Fig. 1: ports around the boundary
Pins as bars across the die edge, other pins in grey.
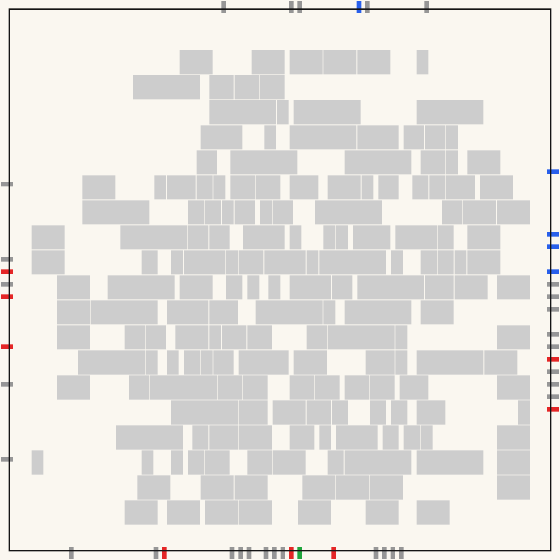
Fig. 2: placement view
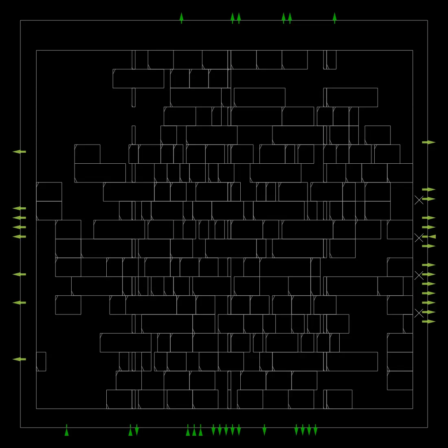
Fig. 3: routed clock nets over the placement
The bar under the picture is 20 µm long.
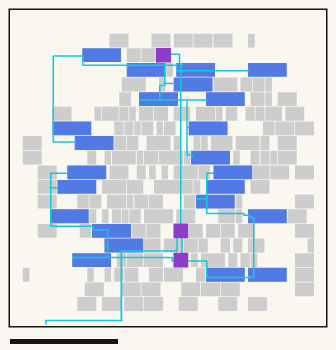
**src/rtl/poi_window_seq.sv**
```systemverilog
// poi_window_seq: self-sequencing window/POI address generator with valid/ready output,
// configurable stride, selectable scan order, OOB flagging, abort and done signalling.
module poi_window_seq #(
    parameter int ROI_ROWS   = 64,
    parameter int ROI_COLS   = 64,
    parameter int POI_ROWS   = 16,
    parameter int POI_COLS   = 16,
    parameter int WIN_ROWS   = 32,
    parameter int POI_STRIDE = 1,
    parameter int ROI_AW     = $clog2(ROI_ROWS*ROI_COLS),
    parameter int POI_AW     = $clog2(POI_ROWS*POI_COLS),
    parameter int WR_W       = $clog2(WIN_ROWS),
    parameter int PR_W       = $clog2(POI_ROWS),
    parameter int PC_W       = $clog2(POI_COLS)
) (
    input  logic              clk,
    input  logic              reset,
    input  logic              start,
    input  logic              mode,
    input  logic              abort,
    output logic              busy,
    output logic              done,
    output logic              out_valid,
    input  logic              out_ready,
    output logic [WR_W-1:0]   out_w_row,
    output logic [PR_W-1:0]   out_poi_row,
    output logic [PC_W-1:0]   out_poi_col,
    output logic [ROI_AW-1:0] out_w_addr,
    output logic [POI_AW-1:0] out_poi_addr,
    output logic              out_oob,
    output logic              out_poi_last
);
    localparam logic [1:0] S_IDLE = 2'd0;
    localparam logic [1:0] S_RUN  = 2'd1;
    localparam logic [1:0] S_DONE = 2'd2;

    logic [1:0]        r_state;
    logic              r_mode;
    logic [WR_W-1:0]   r_w_row;
    logic [PR_W-1:0]   r_poi_row;
    logic [PC_W-1:0]   r_poi_col;
    logic [ROI_AW-1:0] r_w_addr;
    logic [POI_AW-1:0] r_poi_addr;
    logic              r_oob;
    logic              r_poi_last;

    logic              w_go, w_keep, w_step, w_final;
    logic              w_w_last, w_pr_last, w_pc_last, w_adv_pr, w_adv_pc;
    logic [WR_W-1:0]   w_n_w;
    logic [PR_W-1:0]   w_n_pr;
    logic [PC_W-1:0]   w_n_pc;
    logic [1:0]        w_n_state;
    logic [31:0]       w_r, w_c;
    logic              w_n_oob;

    always_comb begin
        w_go      = (r_state == S_IDLE) && start && !abort;
        w_keep    = (r_state == S_RUN) && !abort;
        w_step    = w_keep && out_ready;
        w_w_last  = r_w_row == WR_W'(WIN_ROWS-1);
        w_pr_last = r_poi_row == PR_W'(POI_ROWS-1);
        w_pc_last = r_poi_col == PC_W'(POI_COLS-1);
        w_final   = w_w_last && w_pr_last && w_pc_last;
        // mode 0 walks POI rows inside columns; mode 1 walks POI columns inside rows
        w_adv_pr  = r_mode ? (w_w_last && w_pc_last) : w_w_last;
        w_adv_pc  = r_mode ? w_w_last : (w_w_last && w_pr_last);
        w_n_w     = w_step ? (w_w_last ? '0 : r_w_row + WR_W'(1)) : w_keep ? r_w_row : '0;
        w_n_pr    = (w_step && w_adv_pr) ? (w_pr_last ? '0 : r_poi_row + PR_W'(1)) :
                    w_keep ? r_poi_row : '0;
        w_n_pc    = (w_step && w_adv_pc) ? (w_pc_last ? '0 : r_poi_col + PC_W'(1)) :
                    w_keep ? r_poi_col : '0;
        w_n_state = w_go ? S_RUN : (w_step && w_final) ? S_DONE : w_keep ? S_RUN : S_IDLE;
        w_r       = 32'(w_n_pr) * 32'(POI_STRIDE) + 32'(w_n_w);
        w_c       = 32'(w_n_pc) * 32'(POI_STRIDE);
        w_n_oob   = (w_r >= 32'(ROI_ROWS)) || (w_c >= 32'(ROI_COLS));
    end

    always_ff @(posedge clk) begin
        if (reset) begin
            r_state    <= S_IDLE;
            r_mode     <= 1'b0;
            r_w_row    <= '0;
            r_poi_row  <= '0;
            r_poi_col  <= '0;
            r_w_addr   <= '0;
            r_poi_addr <= '0;
            r_oob      <= 1'b0;
            r_poi_last <= 1'b0;
        end else begin
            r_state    <= w_n_state;
            r_mode     <= w_go ? mode : r_mode;
            r_w_row    <= w_n_w;
            r_poi_row  <= w_n_pr;
            r_poi_col  <= w_n_pc;
            r_w_addr   <= w_n_oob ? '0 : ROI_AW'(w_r * 32'(ROI_COLS) + w_c);
            r_poi_addr <= POI_AW'(32'(w_n_pr) * 32'(POI_COLS) + 32'(w_n_pc));
            r_oob      <= w_n_oob;
            r_poi_last <= w_n_w == WR_W'(WIN_ROWS-1);
        end
    end

    assign busy         = r_state == S_RUN;
    assign out_valid    = r_state == S_RUN;
    assign done         = r_state == S_DONE;
    assign out_w_row    = r_w_row;
    assign out_poi_row  = r_poi_row;
    assign out_poi_col  = r_poi_col;
    assign out_w_addr   = r_w_addr;
    assign out_poi_addr = r_poi_addr;
    assign out_oob      = r_oob;
    assign out_poi_last = r_poi_last;
endmodule

```
**config.mk**
```make
export PLATFORM = sky130hd
export DESIGN_NAME = poi_window_seq
export DESIGN_NICKNAME = d
export VERILOG_FILES = /design/src/rtl/poi_window_seq.sv
export SDC_FILE = /design/constraint.sdc
export NUM_CORES = 1
export LEC_CHECK = 0
export CAP_MARGIN = 0
export CORE_MARGIN = 2
export CORE_UTILIZATION = 45
export DETAILED_ROUTE_END_ITERATION = 7
export PLACE_DENSITY = 0.9
export RECOVER_POWER = 100
export SLEW_MARGIN = 20
export SYNTH_ARGS = -nofsm -noshare
export SYNTH_HDL_FRONTEND = slang
export SYNTH_SLANG_ARGS = --single-unit
```
**constraint.sdc**
```tcl
create_clock -name clk -period 9 [get_ports clk]
set_clock_uncertainty 0.1 [all_clocks]
set_input_delay 2.25 -clock clk [delete_from_list [all_inputs] [get_ports clk]]
set_output_delay 2.25 -clock clk [all_outputs]
set_load 0.02 [all_outputs]
```
==> results.toml <==
# synthesis and place-and-route metrics
[timing]
hold_slack_ns = 0.484
worst_pin_slew_ns = 1.11
finalCritPeriodShare = 0.580
rsz0062_at_grt = "false"
slew_headroom = 0.257

[floorplanning]
ioPinCount = 44
chipArea_um2 = 3450
core-area_um2 = 2810

[grt]
gr-total-overflow = 0
grt.total_usage = 0.174
antenna_found_initial = 0

[cts]
cts_setup_buffers = 0
cts_tree = "yes"
h-tree-depth = 1
clk_pin_slew_ns = 0.12
numClockSinks = 23
numCtsBuffers = 3

[logic_synthesis]
syn_inst = 151
synthFlopType = "dfxtp_1"
synth_flops = 23
yosysWarnings = 0
avgSynthCellArea_um2 = 8.92

[pwr]
pwr-share-seq = 0.636
power.density_nw_per_um2 = 96.9
p_int_mw = 0.124
leakagePower_nw = 0.743
p_sw_frac = 0.234

[worst_setup_path]
path_depth = 11
critPathMaxFanout = 10
max_stage_delay_ns = 0.90
reg2reg_slack_ns = 5.53

[route]
drtAntennaViolNets = 0
vias = 1120
drc_errors = 4

[place]
place_congestion = 0.813
post-place-ws_ns = 3.68

[cells_and_area]
drive_gt1_frac = 0.0393
layout.nets = 194

[outcome]
violations = "design-rule violations"
outcome = "finished with violations"
-- Fig. 1 (at the start) --
Key: out_poi_addr = red [pins 8, direction output, edge 3 bottom, 3 left, 2 right]; out_w_row = blue [pins 5, direction output, edge 4 right, 1 top]; out_valid = green [pins 1, direction output, edge bottom]
All pins by edge: 16 bottom, 14 right, 8 left, 6 top.
PortBufs: 40
die width: 58.7 µm

-- Fig. 2 (at the start) --
fillcell total: 239
fin util: 0.596
TAP cells: 31

-- Fig. 3 (at the start) --
Key: clock wires = cyan [length 281 µm]; flip-flops = blue [count 23]; clock drivers = purple [count 3]
There are 4 routed clock nets.
Clk pwr share: 0.297
Clk power: 0.0481 mW
Late-Pin Clk Latency: 0.32 ns

logic make-up after synthesis:
group / Yosys count / share of synthesized area
multiplexers: 7 / 0.0529
adder cells (fa/ha/maj): 9 / 0.0891
other: 1 / 0.00278
buffers and inverters: 25 / 0.121
AND/OR/NAND/NOR: 57 / 0.242
XOR/XNOR: 4 / 0.0260
flip-flops: 23 / 0.342
AND-OR/OR-AND: 25 / 0.124
routing by layer:
layer / up-vias / global-route usage / wire (µm)
li1: 562 / - / -
met1: 515 / 0.214 / 1220
met2: 39 / 0.295 / 1290
met3: 4 / 0.0286 / 153
met4: 0 / 0.0812 / 44
met5: - / 0 / 0
worst max path at each step:
stage,end,slack (ns)
after CTS,out_w_addr[10],3.99
after floorplan,out_w_addr[10],4.47
after global routing,out_w_addr[10],3.45
after global placement,out_w_addr[10],3.84
after detailed placement,out_w_addr[10],3.68
final,out_w_addr[10],3.78
worst min-delay path, cell delays in order (launching register included):
cell	delay, ns
dfxtp_1	0.37
o21ai_0	0.09
a311oi_1	0.09
cells in the mapped netlist (2+ instances only):
| cell type | number |
|---|---|
| mux2i_1 | 6 |
| nor2b_1 | 6 |
| a21oi_1 | 10 |
| nand2b_1 | 4 |
| xor2_1 | 2 |
| nor3_1 | 2 |
| inv_1 | 6 |
| nand3_1 | 4 |
| nand2_1 | 7 |
| dfxtp_1 | 23 |
| o211ai_1 | 3 |
| ha_1 | 8 |
| xnor2_1 | 2 |
| nand3b_1 | 4 |
| and2b_1 | 2 |
| and3_1 | 2 |
| buf_4 | 16 |
| o21ai_0 | 3 |
| nor3b_1 | 2 |
| nor2_1 | 16 |
through the flow:
stage                      util  cells
after floorplan               -    153
after global placement    0.590    205
after detailed placement  0.590    205
after CTS                 0.599    209
after global routing      0.596    209
final                     0.596    209
area by class of cell:
class,count,area share
Sequential cell,23,0.275
Timing Repair Buffer,40,0.240
Tap cell,31,0.0232
Clock buffer,4,0.0157
Inverter,6,0.0135
Multi-Input combinational cell,105,0.433
state kept, by name, indices dropped and copies added, names as in the netlist:
name          cells
out_poi_addr      1
out_poi_last      1
out_poi_col       3
r_mode            1
r_state           2
out_w_addr        6
out_w_row         5
out_poi_row       4
layout by cell type, fill, tap and decap left out, drive strengths merged, types with 2 or more instances in the layout:
cell,count
mux2i,6
inv,6
nor2,16
xor2,2
nor3,3
nor3b,3
and2b,2
nand3,4
a211oi,2
ha,8
xnor2,2
nand2b,4
o211ai,3
conb,3
nor2b,6
o21ai,3
dlygate4sd3,36
clkbuf,4
a21oi,10
dfxtp,23
nand3b,4
nand2,7
and3,2
clkdlybuf4s50,4
power by group through the flow:
| stage | Combinational, mW | Sequential [mW] | Clock, mW |
|---|---|---|---|
| after detailed placement | 0.0112 | 0.105 | 0 |
| after global placement | 0.0110 | 0.105 | 0 |
| final | 0.0108 | 0.103 | 0.0481 |
| after global routing | 0.0117 | 0.103 | 0.0530 |
| after floorplan | 0.00823 | 0.105 | 0 |
| after CTS | 0.0113 | 0.103 | 0.0499 |
Power is estimated from default activity; no workload was simulated.
